--- src/rtl/axi_ring_reader.sv ---
// Drains a ring of DATA_WIDTH/8-byte slots: one single-beat AXI read per slot, re-emitted on AXIS.
// Optional rresp error counter on rd_err_count with RING_READER_ERR_CNT_EN.
module axi_ring_reader #(
  parameter int DATA_WIDTH = 512,
  parameter int KEEP_WIDTH = (DATA_WIDTH + 7) / 8,
  parameter int ADDR_WIDTH = 34,
  parameter int ID_WIDTH   = 6,
  parameter int RING_DEPTH = 32
) (
  input  logic                  clk,
  input  logic                  rst,
  input  logic [ADDR_WIDTH-1:0] ring_base_addr,
  input  logic                  ring_base_addr_valid,
  input  logic [31:0]           wr_ptr,
  output logic [31:0]           rd_ptr,
`ifdef RING_READER_ERR_CNT_EN
  output logic [15:0]           rd_err_count,
`endif
  output logic [ID_WIDTH-1:0]   m_axi_arid,
  output logic [ADDR_WIDTH-1:0] m_axi_araddr,
  output logic [7:0]            m_axi_arlen,
  output logic [2:0]            m_axi_arsize,
  output logic [1:0]            m_axi_arburst,
  output logic                  m_axi_arlock,
  output logic [3:0]            m_axi_arcache,
  output logic [2:0]            m_axi_arprot,
  output logic                  m_axi_arvalid,
  input  logic                  m_axi_arready,
  input  logic [ID_WIDTH-1:0]   m_axi_rid,
  input  logic [DATA_WIDTH-1:0] m_axi_rdata,
  input  logic [1:0]            m_axi_rresp,
  input  logic                  m_axi_rlast,
  input  logic                  m_axi_rvalid,
  output logic                  m_axi_rready,
  output logic [DATA_WIDTH-1:0] m_axis_tdata,
  output logic [KEEP_WIDTH-1:0] m_axis_tkeep,
  output logic                  m_axis_tlast,
  output logic                  m_axis_tvalid,
  input  logic                  m_axis_tready
);

  localparam int PTR_W      = (RING_DEPTH > 1) ? $clog2(RING_DEPTH) : 1;
  localparam int SLOT_BYTES = DATA_WIDTH / 8;
  localparam int SIZE       = $clog2(KEEP_WIDTH);

  typedef enum logic [1:0] {
    IDLE,
    AR,
    R,
    OUT
  } state_t;

  state_t                state_q, state_d;
  logic [PTR_W-1:0]      rd_ptr_q, rd_ptr_d;
  logic [ADDR_WIDTH-1:0] base_q, base_d;
  logic [ADDR_WIDTH-1:0] araddr_q, araddr_d;
  logic                  arvalid_q, arvalid_d;
  logic                  rready_q, rready_d;
  logic [DATA_WIDTH-1:0] tdata_q, tdata_d;
  logic                  tvalid_q, tvalid_d;
  logic                  pend_q, pend_d;
  logic [ADDR_WIDTH-1:0] pend_addr_q, pend_addr_d;
`ifdef RING_READER_ERR_CNT_EN
  logic [15:0]           err_q, err_d;
`endif

  logic                  empty;
  logic [PTR_W-1:0]      rd_ptr_nxt;
  logic [ADDR_WIDTH-1:0] slot_addr;
  logic                  unused_ok;

  assign empty      = (32'(rd_ptr_q) == wr_ptr);
  assign rd_ptr_nxt = (rd_ptr_q == PTR_W'(RING_DEPTH - 1)) ? '0 : rd_ptr_q + 1'b1;
  assign slot_addr  = base_q + ADDR_WIDTH'(rd_ptr_q) * ADDR_WIDTH'(SLOT_BYTES);
  assign unused_ok  = ^{m_axi_rid, m_axi_rlast};

  always_comb begin
    state_d     = state_q;
    rd_ptr_d    = rd_ptr_q;
    base_d      = base_q;
    araddr_d    = araddr_q;
    arvalid_d   = arvalid_q;
    rready_d    = rready_q;
    tdata_d     = tdata_q;
    tvalid_d    = tvalid_q;
    pend_d      = pend_q;
    pend_addr_d = pend_addr_q;
`ifdef RING_READER_ERR_CNT_EN
    err_d       = err_q;
`endif
    // A base pulse outside IDLE waits here; the newest pulse wins.
    if (ring_base_addr_valid) begin
      pend_d      = 1'b1;
      pend_addr_d = ring_base_addr;
    end
    unique case (state_q)
      IDLE: begin
        if (ring_base_addr_valid || pend_q) begin
          base_d   = ring_base_addr_valid ? ring_base_addr : pend_addr_q;
          rd_ptr_d = '0;
          pend_d   = 1'b0;
        end else if (!empty) begin
          araddr_d  = slot_addr;
          arvalid_d = 1'b1;
          state_d   = AR;
        end
      end
      AR: begin
        if (m_axi_arready) begin
          arvalid_d = 1'b0;
          rready_d  = 1'b1;
          state_d   = R;
        end
      end
      R: begin
        if (m_axi_rvalid && rready_q) begin
          rready_d = 1'b0;
          if (m_axi_rresp == 2'b00) begin
            tdata_d  = m_axi_rdata;
            tvalid_d = 1'b1;
            state_d  = OUT;
          end else begin
            rd_ptr_d = rd_ptr_nxt;
            state_d  = IDLE;
`ifdef RING_READER_ERR_CNT_EN
            if (err_q != 16'hFFFF) err_d = err_q + 16'd1;
`endif
          end
        end
      end
      OUT: begin
        if (m_axis_tready) begin
          tvalid_d = 1'b0;
          rd_ptr_d = rd_ptr_nxt;
          state_d  = IDLE;
        end
      end
      default: state_d = IDLE;
    endcase
  end

  always_ff @(posedge clk) begin
    if (rst) begin
      state_q     <= IDLE;
      rd_ptr_q    <= '0;
      base_q      <= '0;
      araddr_q    <= '0;
      arvalid_q   <= 1'b0;
      rready_q    <= 1'b0;
      tdata_q     <= '0;
      tvalid_q    <= 1'b0;
      pend_q      <= 1'b0;
      pend_addr_q <= '0;
`ifdef RING_READER_ERR_CNT_EN
      err_q       <= '0;
`endif
    end else begin
      state_q     <= state_d;
      rd_ptr_q    <= rd_ptr_d;
      base_q      <= base_d;
      araddr_q    <= araddr_d;
      arvalid_q   <= arvalid_d;
      rready_q    <= rready_d;
      tdata_q     <= tdata_d;
      tvalid_q    <= tvalid_d;
      pend_q      <= pend_d;
      pend_addr_q <= pend_addr_d;
`ifdef RING_READER_ERR_CNT_EN
      err_q       <= err_d;
`endif
    end
  end

  assign rd_ptr        = 32'(rd_ptr_q);
`ifdef RING_READER_ERR_CNT_EN
  assign rd_err_count  = err_q;
`endif
  assign m_axi_arid    = '0;
  assign m_axi_araddr  = araddr_q;
  assign m_axi_arlen   = 8'd0;
  assign m_axi_arsize  = 3'(SIZE);
  assign m_axi_arburst = 2'b01;
  assign m_axi_arlock  = 1'b0;
  assign m_axi_arcache = 4'd0;
  assign m_axi_arprot  = 3'd0;
  assign m_axi_arvalid = arvalid_q;
  assign m_axi_rready  = rready_q;
  assign m_axis_tdata  = tdata_q;
  assign m_axis_tkeep  = '1;
  assign m_axis_tlast  = 1'b1;
  assign m_axis_tvalid = tvalid_q;

endmodule

--- config.mk ---
export PLATFORM = sky130hd
export DESIGN_NAME = axi_ring_reader
export DESIGN_NICKNAME = d
export VERILOG_FILES = /design/src/rtl/axi_ring_reader.sv
export SDC_FILE = /design/constraint.sdc
export NUM_CORES = 1
export LEC_CHECK = 0
export CAP_MARGIN = 20
export CORE_AREA = 2 2 495 497
export DETAILED_ROUTE_END_ITERATION = 7
export DIE_AREA = 0 0 497 499
export PLACE_DENSITY = 0.31
export SYNTH_ARGS = -nofsm -noshare
export SYNTH_HDL_FRONTEND = slang
export SYNTH_SLANG_ARGS = --single-unit
--- constraint.sdc ---
create_clock -name clk -period 2.2 [get_ports clk]
set_clock_uncertainty 0.05 [all_clocks]
set_input_delay 0.22 -clock clk [delete_from_list [all_inputs] [get_ports clk]]
set_output_delay 0.22 -clock clk [all_outputs]
set_load 0.02 [all_outputs]
==> flow_summary.yaml, run 1 <==
# flow metrics
place:
  pre_cts_ws_ns: -0.5499
finish:
  drive_gt1_frac: 0.07179
  nFillCells: 27300
  regArea_mm2: 0.01251
  nets: 5029
  area_delta_synth_final_pct: 98.29
worst_setup_path:
  cp-end-kind: "primary output"
  worstSetupPathDepth: 1
  reg2reg_depth: 8
  required_ns: 1.93
power:
  p_int_mw: 22.53
  pwr-share-seq: 0.385
  power-top-group: "clock"
logic_synthesis:
  edf_count: 0
  ys_cells: 2846
  ys_chip_area_mm2: 0.02306
  synth_cells: 2846
  synthTopCellsByArea: "dfxtp_1 (54%), nand2_1 (17%), a21oi_1 (11%)"
  netlist_area_mm2: 0.02306
clock_network:
  clockBufferDepth: 3
  cts_hold_buf: 411
  numCtsBuffers: 90
outcome:
  status: "completed"
floorplan:
  rows: 181
final_timing:
  worst_pin_slew_ns: 0.6938
hold_path:
  holdPathEnd: "m_axis_tdata[234]$_SDFFE_PP0P_"
global_route:
  grt_max_degree: 101
-- run 1: through the flow --
step / cell area [µm²] / hold WS, ns / instances / setup TNS, ns
floorplan: 23500 / 0.3060 / 2963 / 0
global placement: 38570 / 0.3913 / 7127 / -17.95
detailed placement: 38570 / 0.3963 / 7127 / -21.04
CTS: 45630 / 0.0009740 / 7701 / 0
global route: 45700 / 0.01616 / 7716 / 0
finish: 45720 / 0.07591 / 7723 / 0
-- run 1: final cells by class --
cell class                      instances  share of cell area
Antenna cell                           22            0.001204
Clock buffer                          139             0.05900
Clock inverter                         24            0.008073
Inverter                                3           0.0002463
Multi-Input combinational cell       2012              0.2025
Sequential cell                       625              0.2737
Tap cell                             3202             0.08763
Timing Repair Buffer                 1696              0.3676
Fig. 1: run 1, routing congestion map
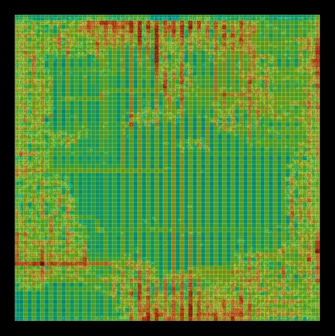
final core occ: 0.1885
GR peak layer: met2
routing usage on met2: 0.1804
Avg WL per Cell: 20.99 µm
met1 Use GR: 0.1545

Fig. 2: run 1, register map, names as in the netlist
(1 px per µm) Other sequential cells in the stronger gray, the rest of the logic in the fainter gray.
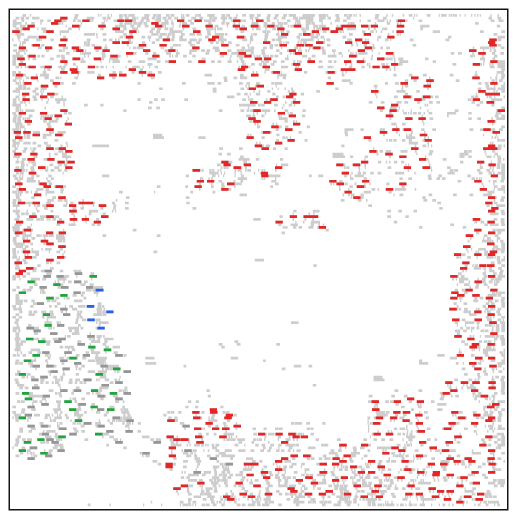
`rd_ptr_q` -> blue  # placed flops 5, where west
`pend_addr_q` -> green  # placed flops 34
`m_axis_tdata` -> red  # placed flops 512, where spread over the die
not colored = 74

Fig. 3: run 1, met2 routing
(1 px per µm)
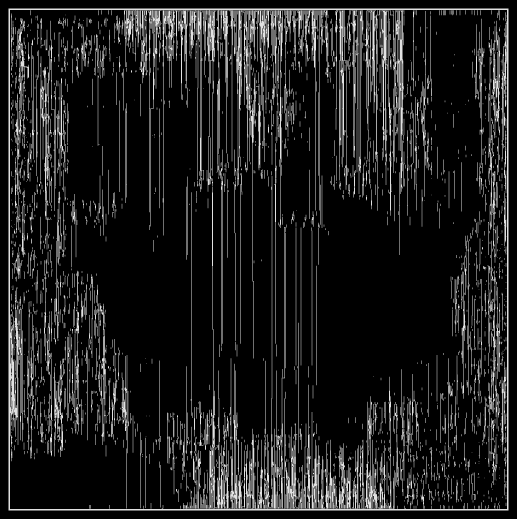
main direction = vertical
wire length on this layer = 65.9 mm
final WL: 162.1 mm
via count: 25.32k

Fig. 4: run 1, local utilization
25 x 25 tiles, from black (low) to pale yellow (high), 0 to 100% covered.
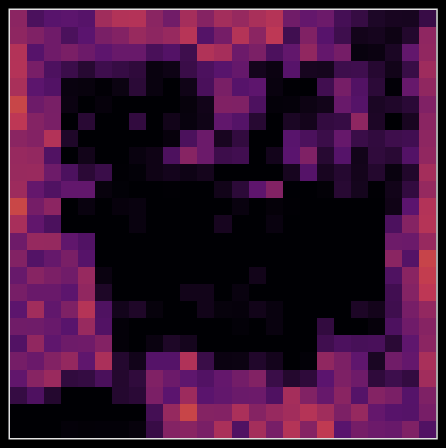
mean over tiles = 17%
emptiest ninth of the die = center
fullest tile = 55%
nearly empty tiles = 31%
total core area: 0.2425 mm²
Initial Utilization: 0.09506

==> run 2: changes to the inputs <==
--- a/config.mk
+++ b/config.mk
@@ -9,6 +9,7 @@
 export CORE_AREA = 2 2 495 497
 export DETAILED_ROUTE_END_ITERATION = 7
 export DIE_AREA = 0 0 497 499
+export MAX_ROUTING_LAYER = met4
 export PLACE_DENSITY = 0.31
 export SYNTH_ARGS = -nofsm -noshare
 export SYNTH_HDL_FRONTEND = slang
Fig. 5: run 2, register map, names as in the netlist
(1 px per µm) Other sequential cells in the stronger gray, the rest of the logic in the fainter gray.
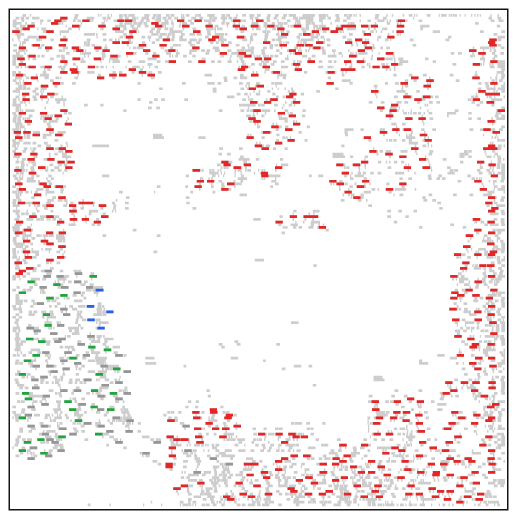
`rd_ptr_q` -> blue  # placed flops 5, where west
`pend_addr_q` -> green  # placed flops 34
`m_axis_tdata` -> red  # placed flops 512, where spread over the die

==> run 2 against run 1 <==
Effect of this change: die area stayed put; global-route usage is 0.37 points higher; sequential share of layout area hardly changed; non-clock buffer count stayed put; critical path depth stayed put; first-iteration DRC count is 4.3% lower; via count is 0.22% lower; critical path type unchanged; largest cell class unchanged; largest power group unchanged.
==> flow_summary.yaml, run 2 <==
# flow metrics
finish:
  largest_class: "buffers"
  final_util: 0.1886
  final_area_mm2: 0.04574
  flops: 625
  layout.nonclk_buf_frac: 0.3675
  comb_share: 0.2024
  n_all_inverters: 3
  num_antenna_cells: 31
  seq_share: 0.2736
  nets: 5029
  logic_gate_count: 2012
  area_delta_synth_final_pct: 98.39
  drive_gt1_frac: 0.07179
  regArea_mm2: 0.01251
  nFillCells: 27284
  buffers: 1696
power:
  p_int_mw: 22.53
  pwr-share-seq: 0.385
floorplan:
  core-area_mm2: 0.2425
  rows: 181
  initCoreUtil: 0.09506
  nWellTaps: 3202
global_route:
  grt-busiest-layer: "met2"
  grtUsageMet1: 0.1596
  use_met2: 0.1836
  grt_max_degree: 101
logic_synthesis:
  synthTopCellsByArea: "dfxtp_1 (54%), nand2_1 (17%), a21oi_1 (11%)"
  ys_cells: 2846
  synth_cells: 2846
  netlist_area_mm2: 0.02306
  edf_count: 0
place:
  dp.cells: 7127
  place_area_mm2: 0.03857
  pre_cts_ws_ns: -0.5499
worst_setup_path:
  required_ns: 1.93
  worstSetupPathDepth: 1
  cp-end-kind: "primary output"
clock_network:
  cts_hold_buf: 411
  numCtsBuffers: 90
  clockBufferDepth: 3
final_timing:
  worst_pin_slew_ns: 0.6705
  tns_ns: 0
  whs_ns: 0.08104
  finalSetupViolations: 0
outcome:
  status: "completed"
route:
  wl_per_cell_um: 20.96
Fig. 6: run 2, local utilization
25 x 25 tiles, from black (low) to pale yellow (high), 0 to 100% covered.
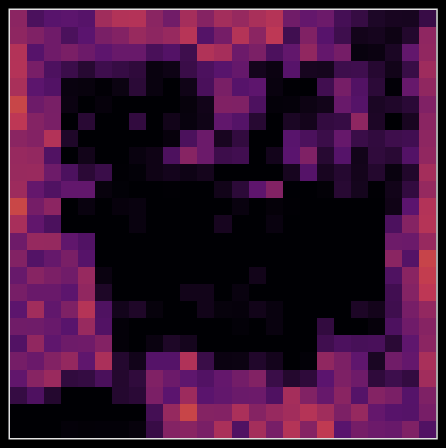
nearly empty tiles = 31%
emptiest ninth of the die = center
mean over tiles = 17%
fullest tile = 55%

## run 2: cell counts after synthesis
No cell type changed its count.
## run 2: power groups by stage
stage                     clock [mW]  sequential (mW)  combinational [mW]
final                           15.3             11.7                3.32
after global routing            16.4             11.7                3.56
after CTS                       16.1             11.7                3.38
after detailed placement           0             11.9                2.66
after global placement             0             11.9                2.66
after floorplan                    0             12.0               0.973
## run 2: cell families after synthesis
group | share of synthesized area
XOR/XNOR | 0.01178
other | 0.0003257
AND/OR/NAND/NOR | 0.2038
adder cells (fa/ha/maj) | 0.004667
multiplexers | 0.02002
flip-flops | 0.5427
buffers and inverters | 0.07803
AND-OR/OR-AND | 0.1387
==> run 3: changes to the inputs <==
--- a/config.mk
+++ b/config.mk
@@ -5,6 +5,7 @@
 export SDC_FILE = /design/constraint.sdc
 export NUM_CORES = 1
 export LEC_CHECK = 0
+export ABC_CLOCK_PERIOD_IN_PS = 2200
 export CAP_MARGIN = 20
 export CORE_AREA = 2 2 495 497
 export DETAILED_ROUTE_END_ITERATION = 7
@@ -14,3 +15,4 @@
 export SYNTH_ARGS = -nofsm -noshare
 export SYNTH_HDL_FRONTEND = slang
 export SYNTH_SLANG_ARGS = --single-unit
+export TNS_END_PERCENT = 100
Fig. 7: run 3, routing congestion map
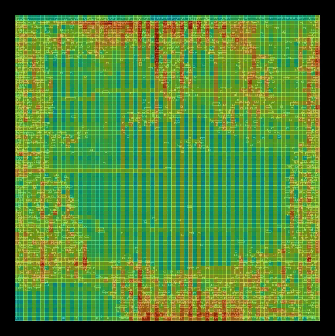
Total GRT Usage: 0.1299
final core occ: 0.1886

Fig. 8: run 3, local utilization
25 x 25 tiles, from black (low) to pale yellow (high), 0 to 100% covered.
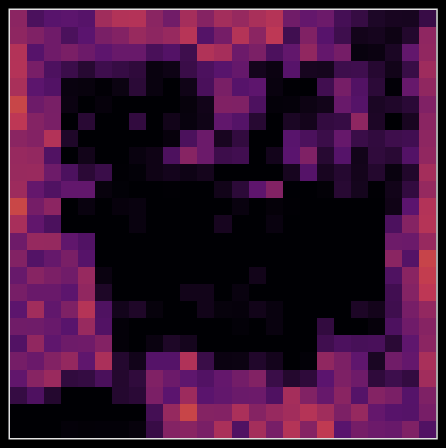
fullest tile = 55%
emptiest ninth of the die = center
nearly empty tiles = 31%

==> run 3 against run 2 <==
Effect of this change: non-clock buffer count stayed put; maximum frequency is the same; sequential power is essentially flat; synthesized cell count stayed put; synthesized area is the same; count of clock-buffer cells in the layout is the same; critical path depth unchanged; clock power about the same; global-route usage is the same; combinational power about the same; register-to-register slack barely moved; worst hold slack unchanged.
==> flow_summary.yaml, run 3 <==
# flow metrics
outcome:
  status: "completed"
floorplan:
  initCoreUtil: 0.09506
  core-area_mm2: 0.2425
  rows: 181
global_route:
  grtUsageMet1: 0.1596
  grt-busiest-layer: "met2"
  use_met2: 0.1836
place:
  place_area_mm2: 0.03857
  pre_cts_ws_ns: -0.5499
  dp.cells: 7127
route:
  wl_per_cell_um: 20.96
finish:
  drive_gt1_frac: 0.07179
  final_area_mm2: 0.04574
  nets: 5029
final_timing:
  whs_ns: 0.08104
  tns_ns: 0
power:
  p_seq_mw: 11.7
  pwr-share-seq: 0.385
  p_comb_mw: 3.32
worst_setup_path:
  cp-end-kind: "primary output"
  required_ns: 1.93
  worstSetupPathDepth: 1
logic_synthesis:
  synth_cells: 2846
  ys_cells: 2846
  netlist_area_mm2: 0.02306
  synthTopCellsByArea: "dfxtp_1 (54%), nand2_1 (17%), a21oi_1 (11%)"
clock_network:
  numCtsBuffers: 90
## run 3: final cells by class
| type | count | area (µm²) |
|---|---|---|
| Timing Repair Buffer | 1696 | 16810 |
| Inverter | 3 | 11.26 |
| Clock inverter | 24 | 369.1 |
| Tap cell | 3202 | 4006 |
| Fill cell | 27284 | 196800 |
| Multi-Input combinational cell | 2012 | 9259 |
| Sequential cell | 625 | 12510 |
| Clock buffer | 139 | 2698 |
| Antenna cell | 31 | 77.57 |
## run 3: cell families after synthesis
| logic type | share of synthesized area |
|---|---|
| and+or+nand+nor | 0.2038 |
| adders and majority gates | 0.004667 |
| AOI/OAI and AO/OA | 0.1387 |
| muxes | 0.02002 |
| xor gates and xnor gates | 0.01178 |
| other | 0.0003257 |
| buffers and inverters | 0.07803 |
| DFF | 0.5427 |
Power and IR drop assume default switching activity.
